File: src/rtl/bist_seq_ctrl.sv
// ============================================================================
// bist_seq_ctrl
// ----------------------------------------------------------------------------
// Burst-pattern BIST sequencer. On a rising edge of `start`, it latches the
// run configuration. It then drives `out` high for ON_LEN cycles and low for
// OFF_LEN cycles, and repeats this for SEQ_NUM bursts before it parks in END.
// A zero configuration field selects a default: ON length -> DEF_ON,
// burst count -> DEF_SEQ. A zero OFF length means bursts run back-to-back
// with no gap.
//
// Optional feature (compile-time macro BIST_SEQ_PAUSE_EN):
//   Adds a `pause` input and a PAUSE state. The block freezes the run while
//   `pause` is high and later resumes exactly where it stopped.
//
// Parameters:
//   PER_W    width of the ON/OFF length counters and config fields
//   SEQ_W    width of the burst counter, burst-count config and seq_idx
//   DEF_ON   ON length used when cfg_on_len == 0
//   DEF_SEQ  burst count used when cfg_seq_num == 0
//
// Ports:
//   clk          system clock, rising edge
//   reset        synchronous, active-high; returns to IDLE
//   start        level; a 0->1 edge requests a run (ignored while running)
//   abort        level; terminates a run in progress (END, aborted=1)
//   pause        (BIST_SEQ_PAUSE_EN only) level; freezes a run in progress
//   cfg_on_len   ON cycles per burst (0 -> DEF_ON)
//   cfg_off_len  OFF cycles between bursts (0 -> no gap)
//   cfg_seq_num  number of bursts (0 -> DEF_SEQ)
//   out          stimulus enable, high in ON
//   running      high in ON/OFF (and PAUSE)
//   bist_end     high in END
//   aborted      high in END when the run was terminated by abort
//   seq_idx      0-based index of the current burst
// ============================================================================
module bist_seq_ctrl #(
    parameter int unsigned PER_W   = 4,
    parameter int unsigned SEQ_W   = 5,
    parameter int unsigned DEF_ON  = 6,
    parameter int unsigned DEF_SEQ = 12
) (
    input  logic             clk,
    input  logic             reset,
    input  logic             start,
    input  logic             abort,
`ifdef BIST_SEQ_PAUSE_EN
    input  logic             pause,
`endif
    input  logic [PER_W-1:0] cfg_on_len,
    input  logic [PER_W-1:0] cfg_off_len,
    input  logic [SEQ_W-1:0] cfg_seq_num,
    output logic             out,
    output logic             running,
    output logic             bist_end,
    output logic             aborted,
    output logic [SEQ_W-1:0] seq_idx
);

    localparam logic [PER_W-1:0] DEF_ON_V  = PER_W'(DEF_ON);
    localparam logic [SEQ_W-1:0] DEF_SEQ_V = SEQ_W'(DEF_SEQ);
    localparam logic [PER_W-1:0] PER_ONE   = PER_W'(1);
    localparam logic [SEQ_W-1:0] SEQ_ONE   = SEQ_W'(1);

`ifdef BIST_SEQ_PAUSE_EN
    typedef enum logic [2:0] {
        ST_IDLE  = 3'd0,
        ST_ON    = 3'd1,
        ST_OFF   = 3'd2,
        ST_END   = 3'd3,
        ST_PAUSE = 3'd4
    } state_t;
`else
    typedef enum logic [1:0] {
        ST_IDLE = 2'd0,
        ST_ON   = 2'd1,
        ST_OFF  = 2'd2,
        ST_END  = 2'd3
    } state_t;
`endif

    // ------------------------------------------------------------------
    // State and datapath registers
    // ------------------------------------------------------------------
    state_t           state_q,      state_d;
    logic [PER_W-1:0] per_cnt_q,    per_cnt_d;
    logic [SEQ_W-1:0] seq_idx_q,    seq_idx_d;
    logic [PER_W-1:0] on_len_q,     on_len_d;
    logic [PER_W-1:0] off_len_q,    off_len_d;
    logic [SEQ_W-1:0] seq_num_q,    seq_num_d;
    logic             prev_start_q, prev_start_d;
    logic             aborted_q,    aborted_d;
`ifdef BIST_SEQ_PAUSE_EN
    state_t           ret_state_q,  ret_state_d;
`endif

    // Registered Moore outputs, decoded from the next state.
    logic             out_q,        out_d;
    logic             running_q,    running_d;
    logic             bist_end_q,   bist_end_d;

    logic             new_seq;
    logic             on_term;
    logic             off_term;
    logic             last_burst;

    // ------------------------------------------------------------------
    // Next-state logic
    // ------------------------------------------------------------------
    always_comb begin
        state_d      = state_q;
        per_cnt_d    = per_cnt_q;
        seq_idx_d    = seq_idx_q;
        on_len_d     = on_len_q;
        off_len_d    = off_len_q;
        seq_num_d    = seq_num_q;
        aborted_d    = aborted_q;
        prev_start_d = start;
`ifdef BIST_SEQ_PAUSE_EN
        ret_state_d  = ret_state_q;
`endif

        // running_q mirrors the current state, so it can be used directly
        // for edge qualification.
        new_seq    = start & ~prev_start_q & ~running_q & ~reset;

        // Latched lengths are always >= 1 (on/seq) or only used when >= 1
        // (off), so the "-1" terminal values never underflow.
        on_term    = (per_cnt_q == (on_len_q  - PER_ONE));
        off_term   = (per_cnt_q == (off_len_q - PER_ONE));
        last_burst = (seq_idx_q == (seq_num_q - SEQ_ONE));

        case (state_q)
            ST_IDLE, ST_END: begin
                if (new_seq) begin
                    state_d   = ST_ON;
                    per_cnt_d = '0;
                    seq_idx_d = '0;
                    aborted_d = 1'b0;
                    on_len_d  = (cfg_on_len  == '0) ? DEF_ON_V  : cfg_on_len;
                    off_len_d = cfg_off_len;
                    seq_num_d = (cfg_seq_num == '0) ? DEF_SEQ_V : cfg_seq_num;
                end
            end

            ST_ON: begin
                if (abort) begin
                    state_d   = ST_END;
                    aborted_d = 1'b1;
                end else if (on_term) begin
                    if (last_burst) begin
                        state_d = ST_END;
                    end else if (off_len_q == '0) begin
                        // No gap: roll straight into the next burst.
                        state_d   = ST_ON;
                        per_cnt_d = '0;
                        seq_idx_d = seq_idx_q + SEQ_ONE;
                    end else begin
                        state_d   = ST_OFF;
                        per_cnt_d = '0;
                    end
                end else begin
                    per_cnt_d = per_cnt_q + PER_ONE;
                end
            end

            ST_OFF: begin
                if (abort) begin
                    state_d   = ST_END;
                    aborted_d = 1'b1;
                end else if (off_term) begin
                    state_d   = ST_ON;
                    per_cnt_d = '0;
                    seq_idx_d = seq_idx_q + SEQ_ONE;
                end else begin
                    per_cnt_d = per_cnt_q + PER_ONE;
                end
            end

`ifdef BIST_SEQ_PAUSE_EN
            ST_PAUSE: begin
                if (abort) begin
                    state_d   = ST_END;
                    aborted_d = 1'b1;
                end else if (!pause) begin
                    state_d = ret_state_q;
                end
            end
`endif

            default: begin
                state_d   = ST_IDLE;
                per_cnt_d = '0;
                seq_idx_d = '0;
                aborted_d = 1'b0;
            end
        endcase

`ifdef BIST_SEQ_PAUSE_EN
        // The cycle that samples pause still advances normally. The advanced
        // state and counters are parked, so that resuming continues from the
        // next unexecuted cycle. A run that is finishing goes to END instead
        // of pausing. Abort has already redirected state_d to END here.
        if (pause && !abort &&
            (state_q == ST_ON || state_q == ST_OFF) &&
            (state_d == ST_ON || state_d == ST_OFF)) begin
            ret_state_d = state_d;
            state_d     = ST_PAUSE;
        end
`endif

        out_d      = (state_d == ST_ON);
        bist_end_d = (state_d == ST_END);
`ifdef BIST_SEQ_PAUSE_EN
        running_d  = (state_d == ST_ON) || (state_d == ST_OFF) ||
                     (state_d == ST_PAUSE);
`else
        running_d  = (state_d == ST_ON) || (state_d == ST_OFF);
`endif
    end

    // ------------------------------------------------------------------
    // Registers
    // ------------------------------------------------------------------
    always_ff @(posedge clk) begin
        if (reset) begin
            state_q      <= ST_IDLE;
            per_cnt_q    <= '0;
            seq_idx_q    <= '0;
            on_len_q     <= '0;
            off_len_q    <= '0;
            seq_num_q    <= '0;
            prev_start_q <= 1'b0;
            aborted_q    <= 1'b0;
`ifdef BIST_SEQ_PAUSE_EN
            ret_state_q  <= ST_IDLE;
`endif
            out_q        <= 1'b0;
            running_q    <= 1'b0;
            bist_end_q   <= 1'b0;
        end else begin
            state_q      <= state_d;
            per_cnt_q    <= per_cnt_d;
            seq_idx_q    <= seq_idx_d;
            on_len_q     <= on_len_d;
            off_len_q    <= off_len_d;
            seq_num_q    <= seq_num_d;
            prev_start_q <= prev_start_d;
            aborted_q    <= aborted_d;
`ifdef BIST_SEQ_PAUSE_EN
            ret_state_q  <= ret_state_d;
`endif
            out_q        <= out_d;
            running_q    <= running_d;
            bist_end_q   <= bist_end_d;
        end
    end

    assign out      = out_q;
    assign running  = running_q;
    assign bist_end = bist_end_q;
    assign aborted  = aborted_q;
    assign seq_idx  = seq_idx_q;

endmodule

File: config.mk
export PLATFORM = sky130hd
export DESIGN_NAME = bist_seq_ctrl
export DESIGN_NICKNAME = d
export VERILOG_FILES = /design/src/rtl/bist_seq_ctrl.sv
export SDC_FILE = /design/constraint.sdc
export NUM_CORES = 1
export LEC_CHECK = 0
export ABC_AREA = 1
export CORE_ASPECT_RATIO = 1.5
export CORE_MARGIN = 10
export CORE_UTILIZATION = 50
export CTS_CLUSTER_SIZE = 40
export DETAILED_ROUTE_END_ITERATION = 6
export PLACE_DENSITY = 0.72
export SYNTH_ARGS = -nofsm -noshare
export SYNTH_HDL_FRONTEND = slang
export SYNTH_SLANG_ARGS = --single-unit
File: constraint.sdc
create_clock -name clk -period 3.1 [get_ports clk]
set_input_delay 0.62 -clock clk [delete_from_list [all_inputs] [get_ports clk]]
set_output_delay 0.62 -clock clk [all_outputs]
set_load 0.02 [all_outputs]
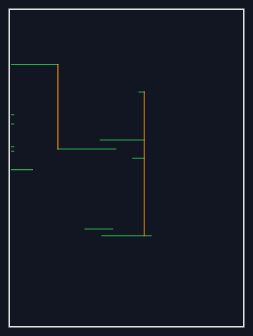
run_1/wires.png
Two of the layers only.
metal 3 -> green  # wire length 81.2 um
metal 4 -> orange  # wire length 68.0 um
all-layer global routing usage: 13.08%
Post-Route WL: 3.997 mm
routed via count: 1617
routed length per instance: 12.11 um

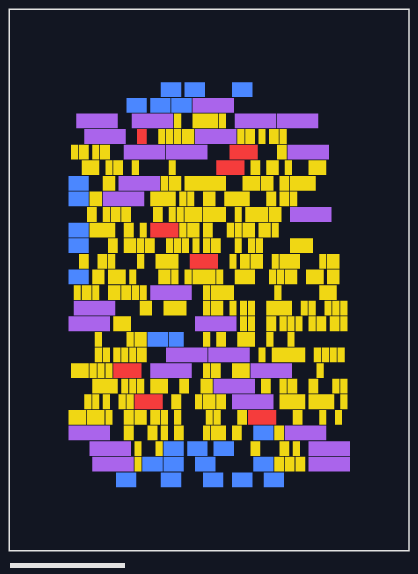
run_1/placement_by_type.png
Scale bar: 20 um.
combinational and other logic -> yellow  # cells 225, share of their area 56%
clock drivers and dummy loads -> red  # cells 8, share of their area 4.7%
flops -> purple  # cells 29, share of their area 27%
other buffers and delay cells -> blue  # cells 26, share of their area 12%
fraction of area in registers: 26.29%
final core utilization: 63.44%
core region area: 3481 um^2

==> impl_metrics.xml, run 1 <==
<?xml version="1.0" encoding="UTF-8"?>
<metrics>
  <group name="run_status">
    <metric name="result_of_the_run" unit="">finished clean</metric>
  </group>
  <group name="grt">
    <metric name="grt_remaining_overflow" unit="">0</metric>
    <metric name="gr-usage-met3" unit="%">2.857</metric>
    <metric name="wire_length_of_the_first_global_routing_pass" unit="mm">7.148</metric>
    <metric name="global_route.peak_usage_layer" unit="">met2</metric>
    <metric name="use_met2" unit="%">25.23</metric>
    <metric name="first_global_vias" unit="">1656</metric>
    <metric name="grt_start_max_net_pins" unit="">19</metric>
  </group>
  <group name="clock_network">
    <metric name="cts_resized" unit="">0</metric>
    <metric name="tritoncts.num_buffers" unit="">5</metric>
    <metric name="max-clock-path-buffers" unit="">2</metric>
    <metric name="root_buffer" unit="">sky130_fd_sc_hd__clkbuf_8</metric>
  </group>
  <group name="yosys">
    <metric name="netlist_area" unit="um^2">1832</metric>
    <metric name="nets_in_the_synthesized_netlist" unit="">286</metric>
    <metric name="asyncSetResetFlopFracSynth" unit="%">0</metric>
    <metric name="topCellsByArea" unit="">sky130_fd_sc_hd__dfxtp_1, sky130_fd_sc_hd__nand2_1, sky130_fd_sc_hd__inv_1</metric>
    <metric name="post_synth_and_or_nand_nor_area_fraction" unit="%">34.63</metric>
    <metric name="fa_ha_area_share" unit="%">6.148</metric>
    <metric name="yosys_area" unit="um^2">1832</metric>
    <metric name="netlist_top_cells_count" unit="">sky130_fd_sc_hd__nand2_1, sky130_fd_sc_hd__inv_1, sky130_fd_sc_hd__dfxtp_1</metric>
    <metric name="compound_gate_fraction_of_synth_area" unit="%">10.72</metric>
    <metric name="netlist.top_cell.by_area" unit="">sky130_fd_sc_hd__dfxtp_1</metric>
    <metric name="ys_seq_elements" unit="">29</metric>
    <metric name="edf_count" unit="">0</metric>
    <metric name="top_cell_area_share" unit="%">31.69</metric>
    <metric name="flop_cell" unit="">sky130_fd_sc_hd__dfxtp_1</metric>
  </group>
  <group name="setup_path">
    <metric name="worst_path_max_delay_cell" unit="">sky130_fd_sc_hd__dfxtp_1</metric>
    <metric name="max_stage_delay" unit="ns">0.34</metric>
    <metric name="crit_chain" unit="">inv_1, ha_1, or2_1, nand3_2, nor2_4, nand2_2, nand2_2, nand2_4, nand2_2, nand2_1, nand2_1, nand2_1, inv_1, ha_1, nor2_1</metric>
    <metric name="crit_path_start_kind" unit="">flop</metric>
    <metric name="timing.setup.critical_path_class" unit="">reg -&gt; reg</metric>
  </group>
  <group name="die">
    <metric name="n_tap_cell" unit="">42</metric>
    <metric name="die-area" unit="um^2">6535</metric>
    <metric name="die_height" unit="um">94.13</metric>
    <metric name="placementRows" unit="">26</metric>
  </group>
  <group name="timing">
    <metric name="period_minus_slack" unit="ns">2.080</metric>
    <metric name="relSlewSlack" unit="%">75.26</metric>
    <metric name="setup_tns" unit="ns">0</metric>
    <metric name="final_worst_slack" unit="ns">1.020</metric>
    <metric name="timing.final.hold_violations" unit="">0</metric>
    <metric name="setup_repair_after_global_routing_missed_its_margin" unit="">false</metric>
    <metric name="drv_slew" unit="">0</metric>
    <metric name="fmax" unit="MHz">480.7</metric>
  </group>
  <group name="pwr">
    <metric name="p_int" unit="W">0.0008572</metric>
    <metric name="total_switching_power" unit="W">0.0005772</metric>
    <metric name="seqPwrFrac" unit="%">32.3</metric>
    <metric name="comb_power_share" unit="%">43.6</metric>
    <metric name="power.share.switching" unit="%">40.24</metric>
    <metric name="maxPowerGroup" unit="">combinational logic</metric>
    <metric name="pg_clk" unit="W">0.000345</metric>
    <metric name="power_leakage" unit="nW">0.9808</metric>
    <metric name="vdd_drop_max" unit="V">0.0004492</metric>
    <metric name="power_per_cell_area" unit="nW/um^2">649.5</metric>
  </group>
  <group name="cells_and_area">
    <metric name="final.clkbuf_count" unit="">7</metric>
    <metric name="area_share_nonclk_buffers" unit="%">11.67</metric>
    <metric name="fillers" unit="">329</metric>
    <metric name="nFlopsAndLatches" unit="">29</metric>
    <metric name="area_share_clock_buf_inv" unit="%">4.589</metric>
    <metric name="top_area_cell_class" unit="">logic gates</metric>
  </group>
  <group name="detailed_routing">
    <metric name="drt-pass1-iter-count" unit="">4</metric>
    <metric name="met1Wirelength" unit="mm">1.593</metric>
    <metric name="drc" unit="">0</metric>
    <metric name="final_antenna_net_count" unit="">0</metric>
    <metric name="detailedRoute.firstIterationViolations" unit="">57</metric>
    <metric name="top_signal_layer_used" unit="">met4</metric>
  </group>
  <group name="placement">
    <metric name="post-dp-hpwl" unit="mm">3.192</metric>
    <metric name="pre_cts_ws" unit="ns">0.9364</metric>
  </group>
  <group name="min_path">
    <metric name="timing.hold.worst.class" unit="">reg -&gt; reg</metric>
    <metric name="min_path_cells" unit="">2</metric>
  </group>
</metrics>
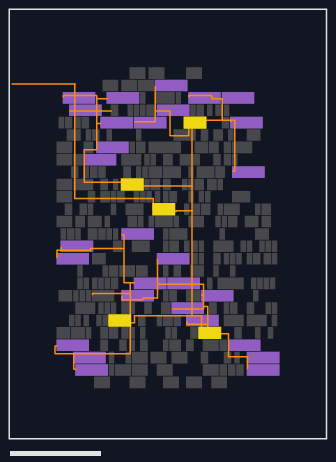
run_1/clk_routes.png
Scale bar: 20 um.
flip-flops -> purple  # count 29
clock drivers -> yellow  # count 5
clock wires -> orange  # length 416 um
routed clock nets = 6
Clk pwr share: 24.1%
Clock Latency Late Sink: 0.28 ns

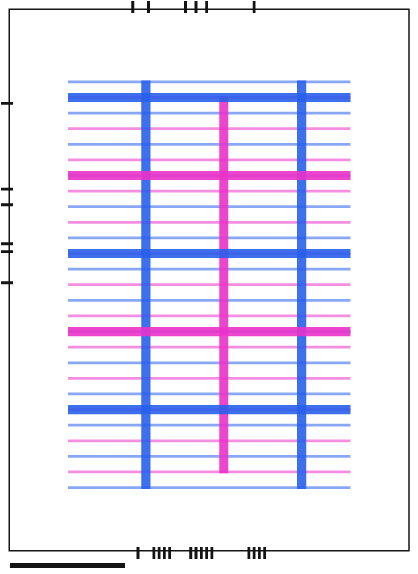
run_1/power_grid.png
Scale bar: 20 um. Pins as bars on the die edge.
VDD -> magenta
VSS -> blue
rows = 26
met1 rails = 27

==> run 2, diff against run 1 <==
==> constraint.sdc (replaced) <==
create_clock -name clk -period 2 [get_ports clk]
set_input_delay 0.4 -clock clk [delete_from_list [all_inputs] [get_ports clk]]
set_output_delay 0.4 -clock clk [all_outputs]
set_load 0.02 [all_outputs]
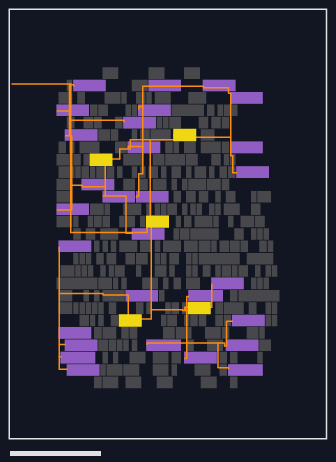
run_2/clk_routes.png
Scale bar: 20 um.
clock wires -> orange  # length 419 um
clock drivers -> yellow  # count 5
flip-flops -> purple  # count 29
routed clock nets = 6
clock group total power: 0.000484 W
Clk pwr share: 20.3%
clock skew after layout: 0.006003 ns

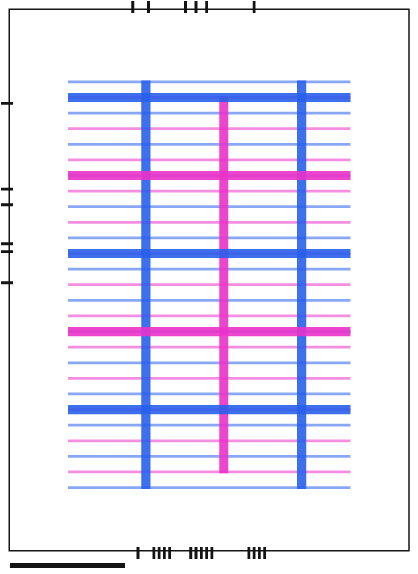
run_2/power_grid.png
Scale bar: 20 um. Pins as bars on the die edge.
VDD -> magenta
VSS -> blue
met4 straps = 3
met5 straps = 5
signal pins = 26
Die Width: 69.42 um
maximum vdd drop: 0.0006748 V
Die Ht: 94.13 um

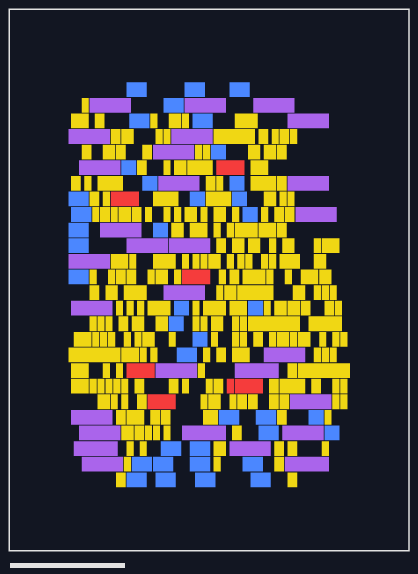
run_2/placement_by_type.png
Scale bar: 20 um.
clock drivers and dummy loads -> red  # cells 7, share of their area 3.7%
combinational and other logic -> yellow  # cells 225, share of their area 56%
other buffers and delay cells -> blue  # cells 39, share of their area 15%
flops -> purple  # cells 29, share of their area 25%

==> impl_metrics.xml, run 2 <==
<?xml version="1.0" encoding="UTF-8"?>
<metrics>
  <group name="pwr">
    <metric name="p_int" unit="W">0.001425</metric>
    <metric name="maxPowerGroup" unit="">combinational logic</metric>
    <metric name="seqPwrFrac" unit="%">30.4</metric>
    <metric name="power.share.switching" unit="%">40.33</metric>
    <metric name="power_leakage" unit="nW">1.042</metric>
    <metric name="power_per_cell_area" unit="nW/um^2">1011</metric>
    <metric name="comb_power_share" unit="%">49.3</metric>
    <metric name="total_switching_power" unit="W">0.0009628</metric>
  </group>
  <group name="cells_and_area">
    <metric name="lay_top_cells" unit="">sky130_fd_sc_hd__nand2_1, sky130_fd_sc_hd__inv_1, sky130_fd_sc_hd__dfxtp_1, sky130_fd_sc_hd__clkdlybuf4s50_1, sky130_fd_sc_hd__nor2_1</metric>
    <metric name="top_area_cell_class" unit="">logic gates</metric>
    <metric name="seqAreaFraction" unit="%">24.80</metric>
    <metric name="area_share_clock_buf_inv" unit="%">3.657</metric>
    <metric name="seqCellArea" unit="um^2">585.6</metric>
    <metric name="final_core_util" unit="%">67.83</metric>
    <metric name="final.clkbuf_count" unit="">7</metric>
    <metric name="fillers" unit="">317</metric>
    <metric name="area_share_nonclk_buffers" unit="%">15.05</metric>
    <metric name="drive_above_1_share" unit="%">25.00</metric>
    <metric name="nFlopsAndLatches" unit="">29</metric>
  </group>
  <group name="timing">
    <metric name="setup_repair_after_global_routing_missed_its_margin" unit="">true</metric>
    <metric name="relSlewSlack" unit="%">76.39</metric>
    <metric name="fmax" unit="MHz">508.0</metric>
    <metric name="final_worst_slack" unit="ns">0.03160</metric>
    <metric name="drv_slew" unit="">0</metric>
    <metric name="period_minus_slack" unit="ns">1.968</metric>
    <metric name="setup_tns" unit="ns">0</metric>
  </group>
  <group name="yosys">
    <metric name="compound_gate_fraction_of_synth_area" unit="%">10.72</metric>
    <metric name="muxShareOfSynthArea" unit="%">0</metric>
    <metric name="netlist_area" unit="um^2">1832</metric>
    <metric name="nets_in_the_synthesized_netlist" unit="">286</metric>
    <metric name="netlist.top_cell.by_area" unit="">sky130_fd_sc_hd__dfxtp_1</metric>
    <metric name="topCellsByArea" unit="">sky130_fd_sc_hd__dfxtp_1, sky130_fd_sc_hd__nand2_1, sky130_fd_sc_hd__inv_1</metric>
    <metric name="post_synth_and_or_nand_nor_area_fraction" unit="%">34.63</metric>
    <metric name="flop_cell" unit="">sky130_fd_sc_hd__dfxtp_1</metric>
    <metric name="top_cell_area_share" unit="%">31.69</metric>
    <metric name="asyncSetResetFlopFracSynth" unit="%">0</metric>
    <metric name="yosys_area" unit="um^2">1832</metric>
    <metric name="ys_seq_elements" unit="">29</metric>
    <metric name="fa_ha_area_share" unit="%">6.148</metric>
    <metric name="netlist_top_cells_count" unit="">sky130_fd_sc_hd__nand2_1, sky130_fd_sc_hd__inv_1, sky130_fd_sc_hd__dfxtp_1</metric>
    <metric name="yosys.cell_types.count" unit="">33</metric>
  </group>
  <group name="detailed_routing">
    <metric name="final_antenna_net_count" unit="">0</metric>
    <metric name="route.met2.wl" unit="mm">2.608</metric>
    <metric name="top_signal_layer_used" unit="">met4</metric>
    <metric name="met1Wirelength" unit="mm">1.626</metric>
    <metric name="finalWirelength" unit="mm">4.429</metric>
    <metric name="drc" unit="">0</metric>
    <metric name="routed-via-count" unit="">1741</metric>
    <metric name="wl_per_cell" unit="um">12.95</metric>
    <metric name="drt-pass1-iter-count" unit="">4</metric>
    <metric name="detailedRoute.firstIterationViolations" unit="">50</metric>
  </group>
  <group name="grt">
    <metric name="global_route.peak_usage_layer" unit="">met2</metric>
    <metric name="grt_remaining_overflow" unit="">0</metric>
    <metric name="grt_start_max_net_pins" unit="">19</metric>
    <metric name="gr-usage-met3" unit="%">3.069</metric>
    <metric name="first_global_vias" unit="">1787</metric>
    <metric name="wire_length_of_the_first_global_routing_pass" unit="mm">7.907</metric>
    <metric name="use_met2" unit="%">28.59</metric>
    <metric name="grt_util_all_layers" unit="%">14.68</metric>
  </group>
  <group name="setup_path">
    <metric name="cell_depth_of_the_worst_flop_to_flop_path" unit="">14</metric>
    <metric name="crit_buf_inv" unit="">2</metric>
    <metric name="worst-endpoint-required" unit="ns">2.22</metric>
    <metric name="timing.setup.critical_path_class" unit="">reg -&gt; reg</metric>
    <metric name="arrival" unit="ns">2.19</metric>
    <metric name="critical_path.endpoint" unit="">running</metric>
    <metric name="crit_path_start_kind" unit="">flop</metric>
    <metric name="worst_path_max_delay_cell" unit="">sky130_fd_sc_hd__dfxtp_2</metric>
    <metric name="crit_chain" unit="">inv_2, ha_4, or2_1, nand3_2, nor2_4, nand2_2, nand2_1, nand3_1, nor2_1, nand2_2, o21ai_2, inv_1, ha_1, nor2_1</metric>
    <metric name="max_stage_delay" unit="ns">0.34</metric>
  </group>
  <group name="clock_network">
    <metric name="tritoncts" unit="">built</metric>
    <metric name="tritoncts.num_buffers" unit="">5</metric>
    <metric name="worstSkewPairLatency" unit="ns">0.28</metric>
    <metric name="cts_setup_buffers" unit="">0</metric>
    <metric name="htree_num_levels" unit="">2</metric>
    <metric name="root_buffer" unit="">sky130_fd_sc_hd__clkbuf_8</metric>
    <metric name="cts_resized" unit="">2</metric>
    <metric name="max-clock-path-buffers" unit="">2</metric>
  </group>
  <group name="die">
    <metric name="die-area" unit="um^2">6535</metric>
    <metric name="n_tap_cell" unit="">42</metric>
    <metric name="coreArea" unit="um^2">3481</metric>
    <metric name="placementRows" unit="">26</metric>
  </group>
  <group name="run_status">
    <metric name="result_of_the_run" unit="">finished clean</metric>
  </group>
  <group name="placement">
    <metric name="post-dp-hpwl" unit="mm">3.499</metric>
    <metric name="pre_cts_ws" unit="ns">-0.02087</metric>
    <metric name="port_buffers" unit="">25</metric>
  </group>
  <group name="min_path">
    <metric name="min_path_cells" unit="">2</metric>
    <metric name="timing.hold.worst.class" unit="">reg -&gt; reg</metric>
  </group>
</metrics>
run_2/wires.png
Two of the layers only.
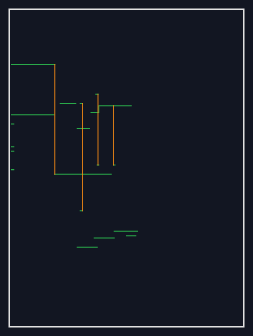

==> run 3, diff against run 2 <==
--- a/config.mk
+++ b/config.mk
@@ -9,6 +9,7 @@
 export CORE_ASPECT_RATIO = 1.5
 export CORE_MARGIN = 10
 export CORE_UTILIZATION = 50
+export CTS_BUF_LIST = sky130_fd_sc_hd__clkbuf_16
 export CTS_CLUSTER_SIZE = 40
 export DETAILED_ROUTE_END_ITERATION = 6
 export PLACE_DENSITY = 0.72
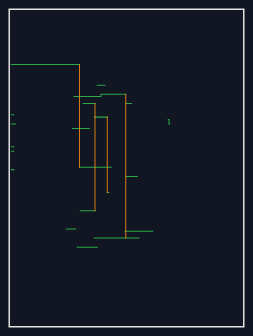
run_3/wires.png
Two of the layers only.
metal 4 -> orange  # wire length 128 um
metal 3 -> green  # wire length 106 um
routed via count: 1763
all-layer global routing usage: 14.66%
Post-Route WL: 4.551 mm
routed length per instance: 13.27 um

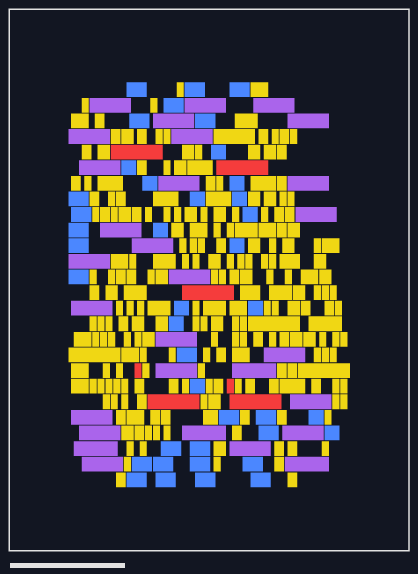
run_3/placement_by_type.png
Scale bar: 20 um.
combinational and other logic -> yellow  # cells 225, share of their area 54%
clock drivers and dummy loads -> red  # cells 7, share of their area 5.6%
flops -> purple  # cells 29, share of their area 25%
other buffers and delay cells -> blue  # cells 40, share of their area 15%

==> impl_metrics.xml, run 3 <==
<?xml version="1.0" encoding="UTF-8"?>
<metrics>
  <group name="yosys">
    <metric name="netlist_logic_family_top" unit="">simple AND/OR/NAND/NOR gates</metric>
    <metric name="netlist_area" unit="um^2">1832</metric>
    <metric name="fa_ha_area_share" unit="%">6.148</metric>
    <metric name="top_cell_area_share" unit="%">31.69</metric>
    <metric name="yosys_area" unit="um^2">1832</metric>
    <metric name="muxShareOfSynthArea" unit="%">0</metric>
    <metric name="netlist.top_cell.by_area" unit="">sky130_fd_sc_hd__dfxtp_1</metric>
    <metric name="nets_in_the_synthesized_netlist" unit="">286</metric>
    <metric name="flop_cell" unit="">sky130_fd_sc_hd__dfxtp_1</metric>
    <metric name="edf_count" unit="">0</metric>
    <metric name="asyncSetResetFlopFracSynth" unit="%">0</metric>
    <metric name="ys_seq_elements" unit="">29</metric>
    <metric name="netlist_top_cells_count" unit="">sky130_fd_sc_hd__nand2_1, sky130_fd_sc_hd__inv_1, sky130_fd_sc_hd__dfxtp_1</metric>
    <metric name="topCellsByArea" unit="">sky130_fd_sc_hd__dfxtp_1, sky130_fd_sc_hd__nand2_1, sky130_fd_sc_hd__inv_1</metric>
    <metric name="post_synth_and_or_nand_nor_area_fraction" unit="%">34.63</metric>
  </group>
  <group name="grt">
    <metric name="global_route.peak_usage_layer" unit="">met2</metric>
    <metric name="grt_start_max_net_pins" unit="">19</metric>
    <metric name="use_met2" unit="%">29.43</metric>
    <metric name="gr-usage-met3" unit="%">3.069</metric>
    <metric name="wire_length_of_the_first_global_routing_pass" unit="mm">7.831</metric>
    <metric name="grt_remaining_overflow" unit="">0</metric>
  </group>
  <group name="min_path">
    <metric name="timing.hold.worst.start" unit="">off_len_q[3]</metric>
    <metric name="timing.hold.worst.class" unit="">reg -&gt; reg</metric>
    <metric name="min_path_cells" unit="">2</metric>
  </group>
  <group name="cells_and_area">
    <metric name="seqCellArea" unit="um^2">585.6</metric>
    <metric name="fillers" unit="">304</metric>
    <metric name="nFlopsAndLatches" unit="">29</metric>
    <metric name="top_area_cell_class" unit="">logic gates</metric>
    <metric name="final_core_util" unit="%">69.09</metric>
    <metric name="final_antenna_diode_count" unit="">0</metric>
    <metric name="drive_above_1_share" unit="%">24.25</metric>
    <metric name="final.clkbuf_count" unit="">5</metric>
    <metric name="lay_top_cells" unit="">sky130_fd_sc_hd__nand2_1, sky130_fd_sc_hd__inv_1, sky130_fd_sc_hd__dfxtp_1, sky130_fd_sc_hd__clkdlybuf4s50_1, sky130_fd_sc_hd__nor2_1</metric>
    <metric name="seqAreaFraction" unit="%">24.35</metric>
  </group>
  <group name="detailed_routing">
    <metric name="drt-pass1-iter-count" unit="">4</metric>
    <metric name="top_signal_layer_used" unit="">met4</metric>
    <metric name="final_antenna_net_count" unit="">0</metric>
    <metric name="met1Wirelength" unit="mm">1.602</metric>
    <metric name="detailedRoute.firstIterationViolations" unit="">49</metric>
    <metric name="drc" unit="">0</metric>
    <metric name="viasPerCell" unit="">5.140</metric>
    <metric name="route.met2.wl" unit="mm">2.714</metric>
  </group>
  <group name="die">
    <metric name="die-area" unit="um^2">6535</metric>
    <metric name="dieWidth" unit="um">69.42</metric>
    <metric name="n_tap_cell" unit="">42</metric>
    <metric name="placementRows" unit="">26</metric>
  </group>
  <group name="pwr">
    <metric name="power.share.switching" unit="%">38.15</metric>
    <metric name="maxPowerGroup" unit="">combinational logic</metric>
    <metric name="p_comb" unit="W">0.00117</metric>
    <metric name="power_per_cell_area" unit="nW/um^2">1072</metric>
    <metric name="seqPwrFrac" unit="%">28.2</metric>
    <metric name="total_switching_power" unit="W">0.0009835</metric>
    <metric name="comb_power_share" unit="%">45.3</metric>
    <metric name="vdd_drop_max" unit="V">0.0008336</metric>
    <metric name="power_leakage" unit="nW">1.072</metric>
  </group>
  <group name="setup_path">
    <metric name="timing.setup.critical_path_class" unit="">reg -&gt; reg</metric>
    <metric name="arrival" unit="ns">2.13</metric>
    <metric name="crit_chain" unit="">inv_2, ha_4, inv_1, nand2_2, nand2_2, nand2_2, nand2_2, nor2_4, nand2_2, nand2_1, nand3_1, nor2_1, nand2_2, o21ai_2, inv_1, ha_1, nor2_1</metric>
    <metric name="max_stage_delay" unit="ns">0.32</metric>
    <metric name="path_delay_family" unit="">simple AND/OR/NAND/NOR gates</metric>
    <metric name="cell_depth_of_the_worst_flop_to_flop_path" unit="">17</metric>
    <metric name="crit_buf_inv" unit="">3</metric>
    <metric name="worst-endpoint-required" unit="ns">2.21</metric>
    <metric name="worst_path_max_delay_cell" unit="">sky130_fd_sc_hd__dfxtp_2</metric>
    <metric name="crit_path_start_kind" unit="">flop</metric>
    <metric name="critical_path.endpoint" unit="">running</metric>
  </group>
  <group name="timing">
    <metric name="timing.final.hold_violations" unit="">0</metric>
    <metric name="final_worst_slack" unit="ns">0.08219</metric>
    <metric name="fmax" unit="MHz">521.4</metric>
    <metric name="drv_slew" unit="">0</metric>
    <metric name="setup_tns" unit="ns">0</metric>
  </group>
  <group name="placement">
    <metric name="pre_cts_ws" unit="ns">-0.02087</metric>
    <metric name="port_buffers" unit="">25</metric>
    <metric name="post-dp-hpwl" unit="mm">3.499</metric>
  </group>
  <group name="clock_network">
    <metric name="htree_num_levels" unit="">2</metric>
    <metric name="tritoncts" unit="">built</metric>
    <metric name="cts_setup_buffers" unit="">0</metric>
    <metric name="max-clock-path-buffers" unit="">2</metric>
    <metric name="root_buffer" unit="">sky130_fd_sc_hd__clkbuf_16</metric>
    <metric name="cts_resized" unit="">2</metric>
  </group>
  <group name="run_status">
    <metric name="result_of_the_run" unit="">finished clean</metric>
  </group>
</metrics>
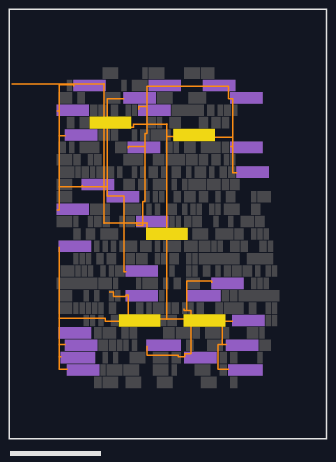
run_3/clk_routes.png
Scale bar: 20 um.
clock wires -> orange  # length 442 um
flip-flops -> purple  # count 29
clock drivers -> yellow  # count 5
routed clock nets = 6
clock group total power: 0.000682 W
Clk pwr share: 26.5%
Clock Latency Late Sink: 0.27 ns
clock skew after layout: 0.006062 ns

No activity file was given, so power comes from the tool's default toggle rates.
